Run 1, gate families picked out:
Scale: 6 px per um.
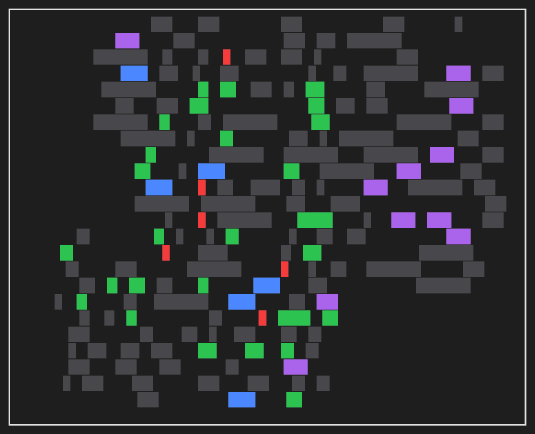
Run 1, sequential cells grouped by signal name:
Scale: 6 px per um. Other sequential cells in the stronger grey, the rest of the logic in the fainter grey.
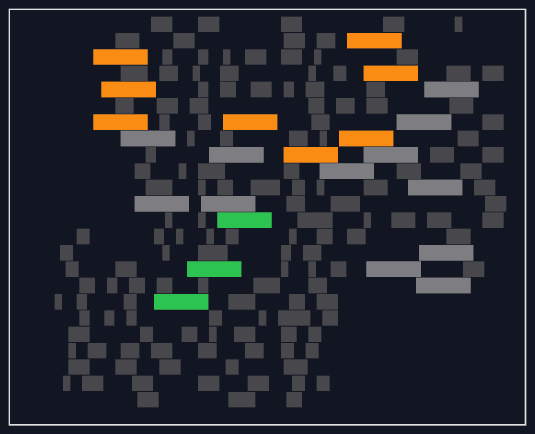
Run 1, M2 wires:
Scale: 3 px per um.
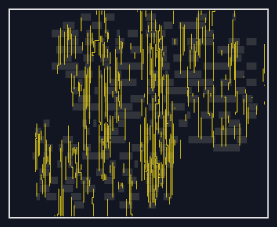
<file path="config.mk">
export PLATFORM = sky130hd
export DESIGN_NAME = seg_trace_decoder
export DESIGN_NICKNAME = d
export VERILOG_FILES = /design/src/rtl/seg_trace_decoder.sv
export SDC_FILE = /design/constraint.sdc
export NUM_CORES = 1
export LEC_CHECK = 0
export CAP_MARGIN = 20
export CELL_PAD_IN_SITES_DETAIL_PLACEMENT = 2
export CELL_PAD_IN_SITES_GLOBAL_PLACEMENT = 2
export CORE_ASPECT_RATIO = 0.8
export CORE_UTILIZATION = 25
export DETAILED_ROUTE_END_ITERATION = 10
export GPL_TIMING_DRIVEN = 0
export PLACE_DENSITY = 0.7
export RECOVER_POWER = 100
export REMOVE_ABC_BUFFERS = 1
export SETUP_SLACK_MARGIN = 0.5
export SLEW_MARGIN = 25
export SYNTH_ARGS = -nofsm -noshare
export SYNTH_HDL_FRONTEND = slang
export SYNTH_SLANG_ARGS = --single-unit
</file>
<file path="constraint.sdc">
create_clock -name clock -period 5.9 [get_ports clock]
set_input_delay 1.475 -clock clock [delete_from_list [all_inputs] [get_ports clock]]
set_output_delay 1.475 -clock clock [all_outputs]
set_load 0.05 [all_outputs]
</file>
<file path="src/rtl/seg_trace_decoder.sv">
// Seven-segment trace decoder: turns sampled display codes of the 6-state digit
// counter back into digits, validates each step and recovers the driving input bit.
module seg_trace_decoder #(
  parameter int HIST_W = 8,
  parameter int ERR_W  = 8
) (
  input  logic              clock,
  input  logic              reset,
  input  logic              sample,
  input  logic [6:0]        seg_in,
  output logic [2:0]        digit,
  output logic              locked,
  output logic              bit_valid,
  output logic              bit_out,
  output logic [HIST_W-1:0] bit_hist,
  output logic              err_pulse,
  output logic [ERR_W-1:0]  err_count
);

  typedef enum logic {
    ST_UNLOCKED = 1'b0,
    ST_LOCKED   = 1'b1
  } state_t;

  // Returns {valid, digit}; segments are active-low, order {g,f,e,d,c,b,a}.
  function automatic logic [3:0] seg_decode(input logic [6:0] seg);
    logic [3:0] v;
    case (seg)
      7'b1000000: v = 4'b1000;
      7'b1111001: v = 4'b1001;
      7'b0100100: v = 4'b1010;
      7'b0110000: v = 4'b1011;
      7'b0011001: v = 4'b1100;
      7'b0010010: v = 4'b1101;
      default:    v = 4'b0000;
    endcase
    return v;
  endfunction

  function automatic logic [2:0] succ_in0(input logic [2:0] p);
    logic [2:0] s;
    if (p >= 3'd5) begin
      s = 3'd0;
    end else begin
      s = p + 3'd1;
    end
    return s;
  endfunction

  function automatic logic [2:0] succ_in1(input logic [2:0] p);
    logic [2:0] s;
    case (p)
      3'd0:    s = 3'd3;
      3'd1:    s = 3'd5;
      3'd2:    s = 3'd0;
      3'd3:    s = 3'd1;
      3'd4:    s = 3'd2;
      3'd5:    s = 3'd4;
      default: s = 3'd0;
    endcase
    return s;
  endfunction

  state_t            r_state;
  logic [2:0]        r_digit;
  logic              r_locked;
  logic              r_bit_valid;
  logic              r_bit_out;
  logic [HIST_W-1:0] r_bit_hist;
  logic              r_err_pulse;
  logic [ERR_W-1:0]  r_err_count;

  logic [3:0]        w_dec;
  logic              w_code_ok;
  logic [2:0]        w_d;
  logic [2:0]        w_succ0;
  logic [2:0]        w_succ1;
  logic [ERR_W-1:0]  w_err_next;

  // Decode the incoming code and precompute both legal successors of the held digit.
  always_comb begin
    w_dec     = seg_decode(seg_in);
    w_code_ok = w_dec[3];
    w_d       = w_dec[2:0];
    w_succ0   = succ_in0(r_digit);
    w_succ1   = succ_in1(r_digit);
    if (r_err_count == {ERR_W{1'b1}}) begin
      w_err_next = r_err_count;
    end else begin
      w_err_next = r_err_count + {{(ERR_W-1){1'b0}}, 1'b1};
    end
  end

  // Lock/step FSM with all outputs registered; pulses last one cycle.
  always_ff @(posedge clock or negedge reset) begin
    if (!reset) begin
      r_state     <= ST_UNLOCKED;
      r_digit     <= 3'd0;
      r_locked    <= 1'b0;
      r_bit_valid <= 1'b0;
      r_bit_out   <= 1'b0;
      r_bit_hist  <= {HIST_W{1'b0}};
      r_err_pulse <= 1'b0;
      r_err_count <= {ERR_W{1'b0}};
    end else begin
      r_bit_valid <= 1'b0;
      r_err_pulse <= 1'b0;
      if (sample) begin
        case (r_state)
          ST_UNLOCKED: begin
            if (w_code_ok) begin
              r_digit  <= w_d;
              r_locked <= 1'b1;
              r_state  <= ST_LOCKED;
            end else begin
              r_err_pulse <= 1'b1;
              r_err_count <= w_err_next;
            end
          end
          ST_LOCKED: begin
            if (!w_code_ok) begin
              // Digit keeps its last good value so the display trace stays readable.
              r_err_pulse <= 1'b1;
              r_err_count <= w_err_next;
              r_locked    <= 1'b0;
              r_state     <= ST_UNLOCKED;
            end else if (w_d == w_succ0) begin
              r_bit_out   <= 1'b0;
              r_bit_valid <= 1'b1;
              r_bit_hist  <= {r_bit_hist[HIST_W-2:0], 1'b0};
              r_digit     <= w_d;
            end else if (w_d == w_succ1) begin
              r_bit_out   <= 1'b1;
              r_bit_valid <= 1'b1;
              r_bit_hist  <= {r_bit_hist[HIST_W-2:0], 1'b1};
              r_digit     <= w_d;
            end else begin
              r_err_pulse <= 1'b1;
              r_err_count <= w_err_next;
              r_digit     <= w_d;
            end
          end
          default: begin
            r_state  <= ST_UNLOCKED;
            r_locked <= 1'b0;
          end
        endcase
      end
    end
  end

  assign digit     = r_digit;
  assign locked    = r_locked;
  assign bit_valid = r_bit_valid;
  assign bit_out   = r_bit_out;
  assign bit_hist  = r_bit_hist;
  assign err_pulse = r_err_pulse;
  assign err_count = r_err_count;

endmodule

</file>
==> flow_summary.toml, run 1 <==
# implementation run metrics
[timing]
setup_viol = 0
min_period_ns = 4.97
worstMarginPinSlew_ns = 1.20
final.setup.worst_slack_ns = 0.935
hold_viol = 0

[status]
run_status = "complete, but fails checks"
violations = "design-rule violations"

[placement]
io_buffers = 32
dp_slack_ns = 0.698
place_area_mm2 = 0.00179

[clocking]
ctsResizeCount = 0
htreeDepth = 1
ctsHoldBuffers = 0
clk_path_buf_depth = 2
worstSkewPairLatency_ns = 0.26
numCtsBuffers = 3

[critical_path]
crit_chain = "dlygate4sd3_1, or4b_1, or3_1, mux2i_1, o31ai_1, o32ai_1, o21ai_4, and3_1, mux2_1"
critical_path_class = "in2reg"
cp-startpoint = "seg_in[0]"
cp_top_family = "simple AND/OR/NAND/NOR gates"
worstPathArrival_ns = 5.11

[synth]
ys_sh_simple_pct = 17.5
avgSynthCellArea_um2 = 10.4
ys_sh_aoi_pct = 16.6

[floorplanning]
die_w_um = 85.8
die_y_um = 69.0
coreArea_mm2 = 0.00544

[global_route]
grt_overflow = 0

[drt]
vias_per_cell = 4.86
drc = 1

[power_and_ir_drop]
share_comb_of_total_power_pct = 52.7
seq_power_uw = 247
pwr-share-seq_pct = 34.0
power_frac_clock_pct = 13.3
total_power_uw = 725
clk-power_uw = 96.4

[finish]
drive_above_1_share_pct = 5.42
nNetsFinal = 183
Notes on 'gate families picked out' above:
- fa/ha/maj cells: blue (cells 6; most used ha_1)
- mux cells: purple (cells 11; most used mux2_1)
- aoi and oai cells: green (cells 27; most used o21ai_0)
- inv cells: red (cells 6; most used inv_1)

Notes on 'sequential cells grouped by signal name' above:
- err_count: orange (placed flops 8)
- digit: green (placed flops 3)

Notes on 'M2 wires' above:
- main direction: vertical
- nets with wire on the layer: 171
- longest straight run: 31.3 um
- share of all routed wire: 55%
- wire length on this layer: 2050 um

[run 1: layer usage]
layer	up-vias	share of wire [%]	GRT usage, %
li1	555	-	-
met1	615	43	16.3
met2	17	55	25.9
met3	0	2.1	2.51
met4	0	0	2.78
met5	-	0	0
[run 1: final cells by class]
cell class / instances / area [um2] / area share, %
clock buffer: 4 / 45.0 / 2.49
inverter: 6 / 22.5 / 1.24
multi-input combinational: 101 / 756 / 41.7
sequential: 23 / 576 / 31.8
tap: 78 / 97.6 / 5.39
timing repair buffer: 32 / 314 / 17.3
[run 1: worst register-to-register path, stage by stage, from the launching register on]
cell	delay (ns)
dfrtp_1	0.45
inv_1	0.12
ha_1	0.26
o31ai_1	0.27
a2111oi_0	0.16
a31oi_1	0.14
and3_1	0.24
nor2_1	0.10
o21ai_4	0.27
and3_1	0.43
mux2_1	0.37
Run 1, close-up of the layout:
Region (23, 28) to (63, 68) um. Cells in grey, sequential cells in the stronger grey; small squares are vias.
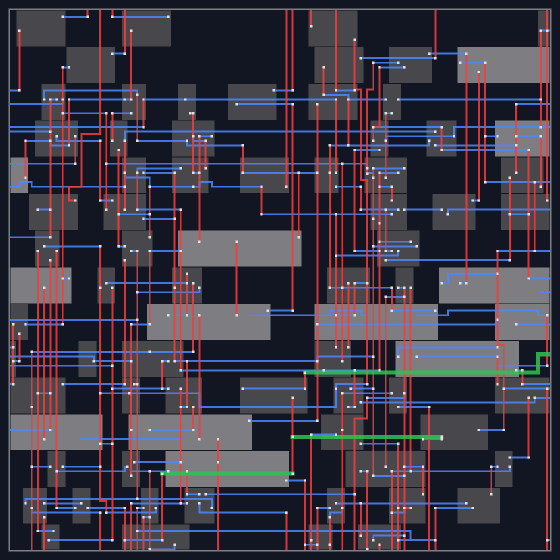

==> run 2: changes to the inputs <==
--- a/config.mk
+++ b/config.mk
@@ -12,7 +12,7 @@
 export CORE_UTILIZATION = 25
 export DETAILED_ROUTE_END_ITERATION = 10
 export GPL_TIMING_DRIVEN = 0
-export PLACE_DENSITY = 0.7
+export PLACE_DENSITY = 0.73
 export RECOVER_POWER = 100
 export REMOVE_ABC_BUFFERS = 1
 export SETUP_SLACK_MARGIN = 0.5
==> constraint.sdc (replaced) <==
create_clock -name clock -period 4.15 [get_ports clock]
set_input_delay 1.0375 -clock clock [delete_from_list [all_inputs] [get_ports clock]]
set_output_delay 1.0375 -clock clock [all_outputs]
set_load 0.05 [all_outputs]
Run 2, close-up of the layout:
Region (23, 28) to (63, 68) um. Cells in grey, sequential cells in the stronger grey; small squares are vias.
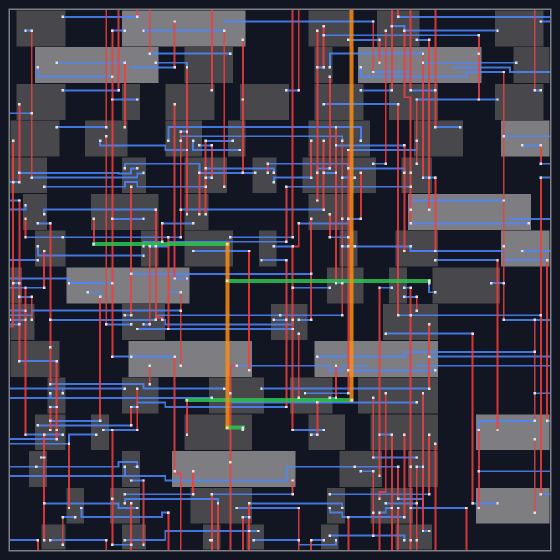
- M2: red
- M3: green
- M4: orange
- M1: blue
- sequential cells in the window: 10
- netlist names of flops here include: err_count (6)
- most frequent: dlygate4sd3_1 (13), dfrtp_1 (10)
- cells with their middle in the window: 79

Run 2, routing congestion:
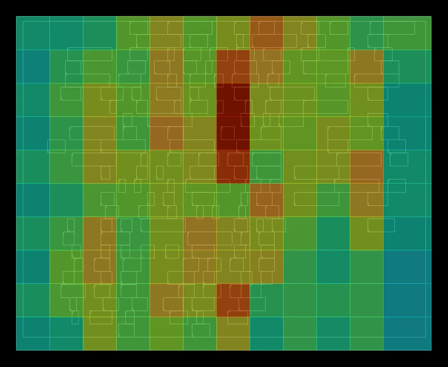
met3 usage: 2.51%
Most Used Layer, Global Route: met2
drt wl/cell: 15.6 um

==> run 2 against run 1 <==
The flow now finishes without violations; global-route usage grew 0.27 points; clock skew grew 0.00056 ns; core utilization is 1.5 points higher; non-clock buffer count rose by 4; synthesized cell count unchanged.
==> flow_summary.toml, run 2 <==
# implementation run metrics
[status]
run_status = "finished, final reports clean"

[drt]
drc = 0
m1WireLength_um = 1740
vias_per_cell = 4.77
top_layer = "met4"
dr_wl_met2_um = 2000
wl_met3_um = 79

[finish]
ff_count = 23
drive_above_1_share_pct = 14.1
clkbuf_count = 4
clock_cell_area_share_pct = 2.38
regArea_um2 = 576
nNonClkInverters = 6
nMultiInputCombCells = 101
seq-cell-share_pct = 30.4
largest_class = "multi-input combinational cells"
nNetsFinal = 187

[timing]
final.setup.worst_slack_ns = 0.399
min_period_ns = 3.75
setup_viol = 0
hold_viol = 0

[power_and_ir_drop]
clk-power_uw = 140
seq_power_uw = 354
power_frac_clock_pct = 13.1
pwr-share-seq_pct = 33.1

[global_route]
met1_usage_pct = 18.2
grt_overflow = 0
grt_util_met2_pct = 24.2

[floorplanning]
die_y_um = 69.0
die_w_um = 85.8
coreArea_mm2 = 0.00544
tap_cells = 78

[critical_path]
cp_top_family = "simple AND/OR/NAND/NOR gates"
worstPathArrival_ns = 3.87
crit_chain = "dlygate4sd2_1, or4b_1, or3_4, xnor2_1, nor3b_1, o32ai_1, o21ai_4, buf_4, a2111oi_0, xor2_1"

[synth]
ys_sh_simple_pct = 17.5
avgSynthCellArea_um2 = 10.4
ys_sh_aoi_pct = 16.6

[placement]
io_buffers = 32
dp_slack_ns = -0.588

[clocking]
htreeDepth = 1
worstSkewPairLatency_ns = 0.26
ctsResizeCount = 21
Run 2, M2 wires:
Scale: 3 px per um.
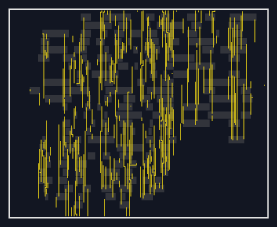
- main direction: vertical
- longest straight run: 38.4 um

[run 2: final timing paths]
| kind | start | endpoint | depth (start not counted) |
|---|---|---|---|
| setup reg to reg | digit[1]$_DFFE_PN0P_ | err_count[7]$_DFFE_PN0P_ | 11 |
| setup / recovery | seg_in[1] | err_count[7]$_DFFE_PN0P_ | 10 |
| max in group asynchronous | reset | err_count[0]$_DFFE_PN0P_ | 1 |
| hold / removal | err_count[7]$_DFFE_PN0P_ | err_count[7]$_DFFE_PN0P_ | 1 |
| min in group asynchronous | reset | bit_hist[2]$_DFFE_PN0P_ | 1 |
| hold reg to reg | err_count[7]$_DFFE_PN0P_ | err_count[7]$_DFFE_PN0P_ | 1 |
==> run 3: changes to the inputs <==
--- a/config.mk
+++ b/config.mk
@@ -5,7 +5,7 @@
 export SDC_FILE = /design/constraint.sdc
 export NUM_CORES = 1
 export LEC_CHECK = 0
-export CAP_MARGIN = 20
+export CAP_MARGIN = 5
 export CELL_PAD_IN_SITES_DETAIL_PLACEMENT = 2
 export CELL_PAD_IN_SITES_GLOBAL_PLACEMENT = 2
 export CORE_ASPECT_RATIO = 0.8
Run 3, M2 wires:
Scale: 3 px per um.
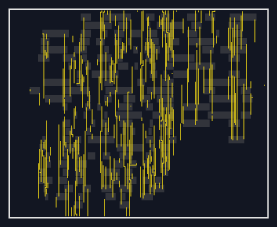
- wire length on this layer: 2000 um
- nets with wire on the layer: 178

Run 3, routing congestion:
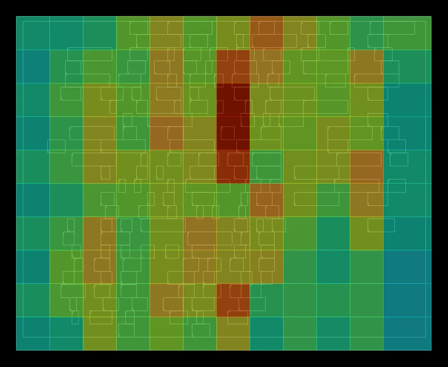
fin util: 34.9%
met2 usage: 24.2%
GR Util All Layers: 14.1%

==> run 3 against run 2 <==
Critical path type unchanged; core utilization did not move; synthesized cell count did not move; flip-flop count did not move; largest power group unchanged.
==> flow_summary.toml, run 3 <==
# implementation run metrics
[timing]
setup_viol = 0
final.setup.worst_slack_ns = 0.399
hold_viol = 0

[finish]
nNonClkInverters = 6
layout.nonclk_buf_share_pct = 17.5
drive_above_1_share_pct = 14.1
layout.area.comb_um2 = 822
nNetsFinal = 187
comb_share_pct = 43.4
regArea_um2 = 576
clock_cell_area_share_pct = 2.38

[critical_path]
critical_path_class = "in2reg"
reg2reg_to = "err_count[7]$_DFFE_PN0P_"
crit_chain = "dlygate4sd2_1, or4b_1, or3_4, xnor2_1, nor3b_1, o32ai_1, o21ai_4, buf_4, a2111oi_0, xor2_1"
crit_path_end = "err_count[7]$_DFFE_PN0P_"

[clocking]
clk_path_buf_depth = 2
htreeDepth = 1

[hold_path]
holdCritStartpoint = "err_count[7]$_DFFE_PN0P_"
hold_end = "err_count[7]$_DFFE_PN0P_"

[power_and_ir_drop]
seq_power_uw = 354

[floorplanning]
die_y_um = 69.0
coreArea_mm2 = 0.00544
tap_cells = 78

[synth]
ys_sh_aoi_pct = 16.6
avgSynthCellArea_um2 = 10.4

[status]
run_status = "finished, final reports clean"

[drt]
drc = 0
routedWlPerCell_um = 15.6
Run 3, sequential cells grouped by signal name:
Scale: 6 px per um. Other sequential cells in the stronger grey, the rest of the logic in the fainter grey.
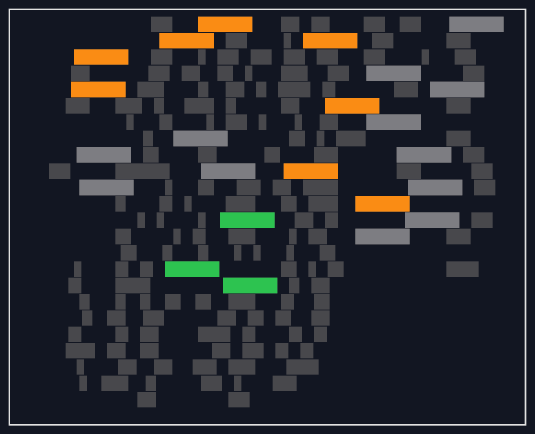
- digit: green (placed flops 3)
- err_count: orange (placed flops 8)

==> run 3: per-layer routing <==
metal / routed length [um] / global-route usage [%]
met5: 0 / 0
met3: 79 / 2.51
met4: 42 / 3.33
met1: 1740 / 18.2
met2: 2000 / 24.2
==> run 3: repair_timing <==
action,4_1_cts,5_1_grt
cloned,0,0
pin swaps,4,3
endpoints found under the setup margin,18,15
buffers inserted,4,0
gates resized,21,8
==> run 3: metrics by stage <==
stage | instance area (um2) | instances | util, % | TNS (ns)
final | 1890 | 248 | 34.9 | 0
after global routing | 1890 | 248 | 34.9 | 0
after CTS | 1930 | 248 | 35.5 | 0
after detailed placement | 1790 | 240 | 32.9 | -5.13
after global placement | 1790 | 240 | 32.9 | -3.22
after floorplan | 1370 | 130 | - | 0
Power and IR drop assume default switching activity.
